==> images/placed.png <==
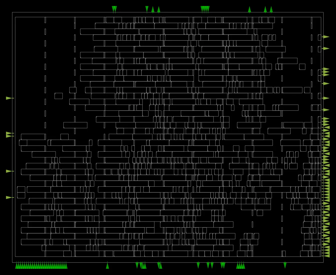
==> images/util_map.png <==
The die is cut into 15 by 12 equal tiles; white is low, dark blue is high, 0 to 100% covered.
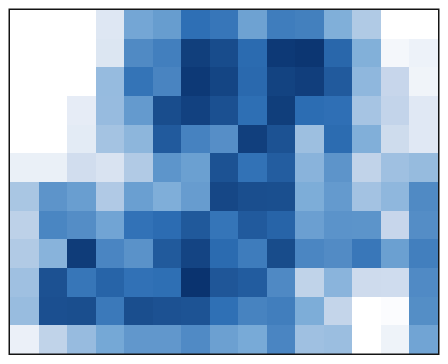
==> images/m2.png <==
Cells faint in the background.
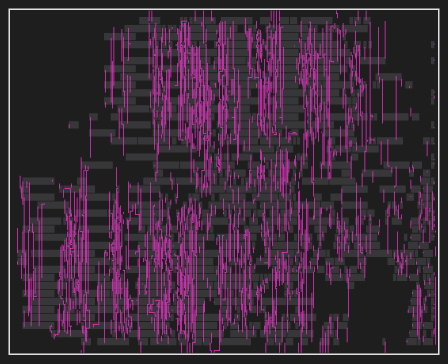
<file path="src/rtl/spart_mmio_bridge_if.sv">
// Memory-mapped request/response bus between a requester and the SPART bridge.
// The requester holds valid/addr/rw/wdata until it sees the one-cycle ready strobe.
interface spart_mmio_bridge_if;
  logic [31:0] mem_data_wr1;
  logic [31:0] mem_data_rd1;
  logic [27:0] mem_data_addr1;
  logic        mem_rw_data1;
  logic        mem_valid_data1;
  logic        mem_ready_data1;

  modport master (
    output mem_data_wr1, mem_data_addr1, mem_rw_data1, mem_valid_data1,
    input  mem_data_rd1, mem_ready_data1
  );

  modport slave (
    input  mem_data_wr1, mem_data_addr1, mem_rw_data1, mem_valid_data1,
    output mem_data_rd1, mem_ready_data1
  );
endinterface

</file>
<file path="src/rtl/spart_mmio_bridge.sv">
// MMIO bridge between a held-request bus and a SPART byte core: RX/TX byte FIFOs,
// data/status registers, one ready pulse per request, TX drain paced against tx_busy.
module spart_mmio_bridge #(
  parameter int          FIFO_DEPTH  = 8,
  parameter logic [27:0] DATA_ADDR   = 28'h8000000,
  parameter logic [27:0] STATUS_ADDR = 28'h8000001
) (
  input  logic                      clk,
  input  logic                      rst,
  spart_mmio_bridge_if.slave        bus,
  input  logic [7:0]                rx_byte,
  input  logic                      rx_strobe,
  output logic [7:0]                tx_byte,
  output logic                      tx_start,
  input  logic                      tx_busy
);
  localparam int AW = $clog2(FIFO_DEPTH);
  localparam int CW = AW + 1;
  localparam logic [CW-1:0] FULL = CW'(FIFO_DEPTH);

  typedef enum logic [1:0] {IDLE, RESP, RELEASE} state_t;
  state_t state_q, state_d;

  logic [7:0]    rx_mem [FIFO_DEPTH];
  logic [7:0]    tx_mem [FIFO_DEPTH];
  logic [AW-1:0] rx_wr_ptr, rx_rd_ptr, tx_wr_ptr, tx_rd_ptr;
  logic [CW-1:0] rx_count, tx_count;
  logic          rx_overflow, tx_drop, tx_start_prev;
  logic [31:0]   rd_data;
  logic          accept, sel_data, sel_status;
  logic          rx_push, rx_pop, tx_wr, tx_push, tx_pop, stat_rd;
  logic          rx_nonempty, tx_notfull;
  logic          unused_wdata;

  assign unused_wdata = ^bus.mem_data_wr1[31:8];

  always_comb begin
    state_d = state_q;
    accept  = 1'b0;
    case (state_q)
      IDLE: begin
        if (bus.mem_valid_data1) begin
          accept  = 1'b1;
          state_d = RESP;
        end
      end
      RESP:    state_d = RELEASE;
      // A request still held after its response must not be processed twice.
      RELEASE: if (!bus.mem_valid_data1) state_d = IDLE;
      default: state_d = IDLE;
    endcase
  end

  assign bus.mem_ready_data1 = (state_q == RESP);

  assign sel_data    = (bus.mem_data_addr1 == DATA_ADDR);
  assign sel_status  = (bus.mem_data_addr1 == STATUS_ADDR);
  assign rx_nonempty = (rx_count != '0);
  assign tx_notfull  = (tx_count != FULL);

  assign rx_pop  = accept && !bus.mem_rw_data1 && sel_data && rx_nonempty;
  assign stat_rd = accept && !bus.mem_rw_data1 && sel_status;
  assign tx_wr   = accept && bus.mem_rw_data1 && sel_data;
  // The core's busy flag lags tx_start, so it is only trusted two cycles after a pulse.
  assign tx_pop  = (tx_count != '0) && !tx_busy && !tx_start && !tx_start_prev;
  // A pop in the same cycle frees a slot, so a full FIFO can still accept.
  assign rx_push = rx_strobe && ((rx_count != FULL) || rx_pop);
  assign tx_push = tx_wr && (tx_notfull || tx_pop);

  always_comb begin
    rd_data = '0;
    if (sel_data && rx_nonempty)
      rd_data = {24'b0, rx_mem[rx_rd_ptr]};
    else if (sel_status)
      rd_data = {28'b0, tx_drop, rx_overflow, rx_nonempty, tx_notfull};
  end

  always_ff @(posedge clk) begin
    if (rx_push) rx_mem[rx_wr_ptr] <= rx_byte;
    if (tx_push) tx_mem[tx_wr_ptr] <= bus.mem_data_wr1[7:0];
  end

  always_ff @(posedge clk or posedge rst) begin
    if (rst) begin
      state_q          <= IDLE;
      rx_wr_ptr        <= '0;
      rx_rd_ptr        <= '0;
      tx_wr_ptr        <= '0;
      tx_rd_ptr        <= '0;
      rx_count         <= '0;
      tx_count         <= '0;
      rx_overflow      <= 1'b0;
      tx_drop          <= 1'b0;
      bus.mem_data_rd1 <= '0;
      tx_start         <= 1'b0;
      tx_start_prev    <= 1'b0;
      tx_byte          <= '0;
    end else begin
      state_q <= state_d;
      if (accept && !bus.mem_rw_data1) bus.mem_data_rd1 <= rd_data;

      if (rx_push) rx_wr_ptr <= rx_wr_ptr + 1'b1;
      if (rx_pop)  rx_rd_ptr <= rx_rd_ptr + 1'b1;
      rx_count <= rx_count + CW'(rx_push) - CW'(rx_pop);

      if (tx_push) tx_wr_ptr <= tx_wr_ptr + 1'b1;
      if (tx_pop)  tx_rd_ptr <= tx_rd_ptr + 1'b1;
      tx_count <= tx_count + CW'(tx_push) - CW'(tx_pop);

      // Sticky flags clear on a status read, but a same-cycle event wins.
      rx_overflow <= (rx_strobe && !rx_push) || (rx_overflow && !stat_rd);
      tx_drop     <= (tx_wr && !tx_push) || (tx_drop && !stat_rd);

      tx_start      <= tx_pop;
      tx_start_prev <= tx_start;
      if (tx_pop) tx_byte <= tx_mem[tx_rd_ptr];
    end
  end
endmodule

</file>
<file path="src/flat_wrapper.sv">
// flat-port wrapper written by rule: the top's interface ports become plain ports
module spart_mmio_bridge_flat 
#(
  parameter int          FIFO_DEPTH  = 8,
  parameter logic [27:0] DATA_ADDR   = 28'h8000000,
  parameter logic [27:0] STATUS_ADDR = 28'h8000001
)
  (clk, rst, rx_byte, rx_strobe, tx_byte, tx_start, tx_busy, bus_mem_data_wr1, bus_mem_data_addr1, bus_mem_rw_data1, bus_mem_valid_data1, bus_mem_data_rd1, bus_mem_ready_data1);
  spart_mmio_bridge_if bus_i ();
  input  logic clk;
  input  logic rst;
  input  logic [7:0] rx_byte;
  input  logic rx_strobe;
  output logic [7:0] tx_byte;
  output logic tx_start;
  input  logic tx_busy;
  input wire logic [$bits(bus_i.mem_data_wr1)-1:0] bus_mem_data_wr1;
  input wire logic [$bits(bus_i.mem_data_addr1)-1:0] bus_mem_data_addr1;
  input wire logic [$bits(bus_i.mem_rw_data1)-1:0] bus_mem_rw_data1;
  input wire logic [$bits(bus_i.mem_valid_data1)-1:0] bus_mem_valid_data1;
  output wire logic [$bits(bus_i.mem_data_rd1)-1:0] bus_mem_data_rd1;
  output wire logic [$bits(bus_i.mem_ready_data1)-1:0] bus_mem_ready_data1;
  assign bus_i.mem_data_wr1 = bus_mem_data_wr1;
  assign bus_i.mem_data_addr1 = bus_mem_data_addr1;
  assign bus_i.mem_rw_data1 = bus_mem_rw_data1;
  assign bus_i.mem_valid_data1 = bus_mem_valid_data1;
  assign bus_mem_data_rd1 = bus_i.mem_data_rd1;
  assign bus_mem_ready_data1 = bus_i.mem_ready_data1;
  spart_mmio_bridge #(.FIFO_DEPTH(FIFO_DEPTH), .DATA_ADDR(DATA_ADDR), .STATUS_ADDR(STATUS_ADDR)) u_core (.clk(clk), .rst(rst), .bus(bus_i), .rx_byte(rx_byte), .rx_strobe(rx_strobe), .tx_byte(tx_byte), .tx_start(tx_start), .tx_busy(tx_busy));
endmodule
</file>
<file path="config.mk">
export PLATFORM = sky130hd
export DESIGN_NAME = spart_mmio_bridge_flat
export DESIGN_NICKNAME = d
export VERILOG_FILES = /design/src/rtl/spart_mmio_bridge_if.sv /design/src/rtl/spart_mmio_bridge.sv /design/src/flat_wrapper.sv
export SDC_FILE = /design/constraint.sdc
export NUM_CORES = 1
export LEC_CHECK = 0
export ABC_AREA = 1
export CAP_MARGIN = 10
export CORE_ASPECT_RATIO = 0.8
export CORE_UTILIZATION = 45
export DETAILED_ROUTE_END_ITERATION = 6
export PLACE_DENSITY = 0.78
export SLEW_MARGIN = 20
export SYNTH_ARGS = -nofsm -noshare
export SYNTH_HDL_FRONTEND = slang
export SYNTH_SLANG_ARGS = --single-unit
</file>
<file path="constraint.sdc">
create_clock -name clk -period 2.5 [get_ports clk]
set_clock_uncertainty 0.15 [all_clocks]
set_input_delay 0.5 -clock clk [delete_from_list [all_inputs] [get_ports clk]]
set_output_delay 0.5 -clock clk [all_outputs]
set_load 0.1 [all_outputs]
</file>
==> out/results.txt <==
Critical Path Stages = 13
# port buffers = 67
final hold violation count = 0
critical-path cell list = clkdlybuf4s50_1 -> nor2_1 -> nand2_1 -> nor2_2 -> nand2_2 -> nor2_8 -> nand3_4 -> clkinv_4 -> ha_1 -> inv_1 -> ha_1 -> fa_1 -> xor2_1
MaxCap Viol Count = 0
Met3 Wirelength = 1280 um
Final GP Congestion = 0.752
ys cells = 658
Leading cell kind = flip-flops and latches
reg-to-reg setup timing slack = 0.18 ns
Top Ports = 116
Synth top cell by count = edfxtp_1
sequential area share after synthesis = 66.4%
R2R Path Start = u_core.tx_start
RSZ-0062 raised after global routing = yes
crit start category = primary input
fin crit period = 2.39 ns
endpoints failing setup = 0
Syn Inst Count = 658
combinational power = 0.00268 W
Cell Int Power = 0.00579 W
NetSw = 0.00317 W
Top-area cell share = 52.1%
worst skew pair latency = 0.43 ns
outcome = complete, no violations
wire length on met2 = 7250 um
Seq area share = 53.7%
First DRT Iteration DRCs = 362
Synth Register Bits = 170
First-pass DRT Iterations = 5
main flop type = edfxtp_1
Most Crowded Layer GR = met2
Die Wd = 145 um
Pre-Place Util = 46.4%
fraction of cell area in non-clock buffers = 11.5%
# H-tree levels = 4
crit path DAT = 2.55 ns
Place WS = -0.419 ns
post-route core utilization = 57.4%
biggest regs = u_core.rx_mem x64, u_core.tx_mem x64
Min Hold Slack = 0.216 ns
initial antenna violation count = 0
Clk pwr share = 29.5%
Hold WC Path Type = primary input to async pin
met3 Resource Use GR = 5.23%
fillcell total = 1,280
P_seq = 0.00364 W
CP delay by family, top = adder cells
Synth Area in XOR/XNOR = 0.950%
fin worst setup slack = 0.109 ns
clock network area share = 6.56%
Tapcells = 215
Syn Std Cell Area = 7370 sq um
Seq pwr share = 40.6%
final net count = 861
Simple-Gate Area Share = 16.1%
Area contributors post-synth = edfxtp_1 (52%), dfrtp_1 (14%), nand2_1 (6.1%), nor2_1 (5.1%), o21ai_0 (4.5%)
clk sinks = 170
Power Total = 0.00896 W
reg2reg end = u_core.tx_count[1]
max-slew violations = 0
CTS root buf = clkbuf_16
total negative slack = 0 ns
Back to the opening pictures, placed.png:
Core Region: 15,900 sq um
Post-Layout Cell Count: 997
registers: 170

Back to the opening pictures, util_map.png:
10% of the tiles are nearly empty. The mean over all tiles is 52%. The fullest tile reaches 99%. 25% of the tiles are over 75% full.

Back to the opening pictures, m2.png:
The layer carries 7,250 um of wire. The layer holds 48% of the routed length. The wires run mostly vertical.
met2 track demand over resource: 31.2%
WL final: 15,200 um
via count: 4,990

Power is estimated from default activity; no workload was simulated.
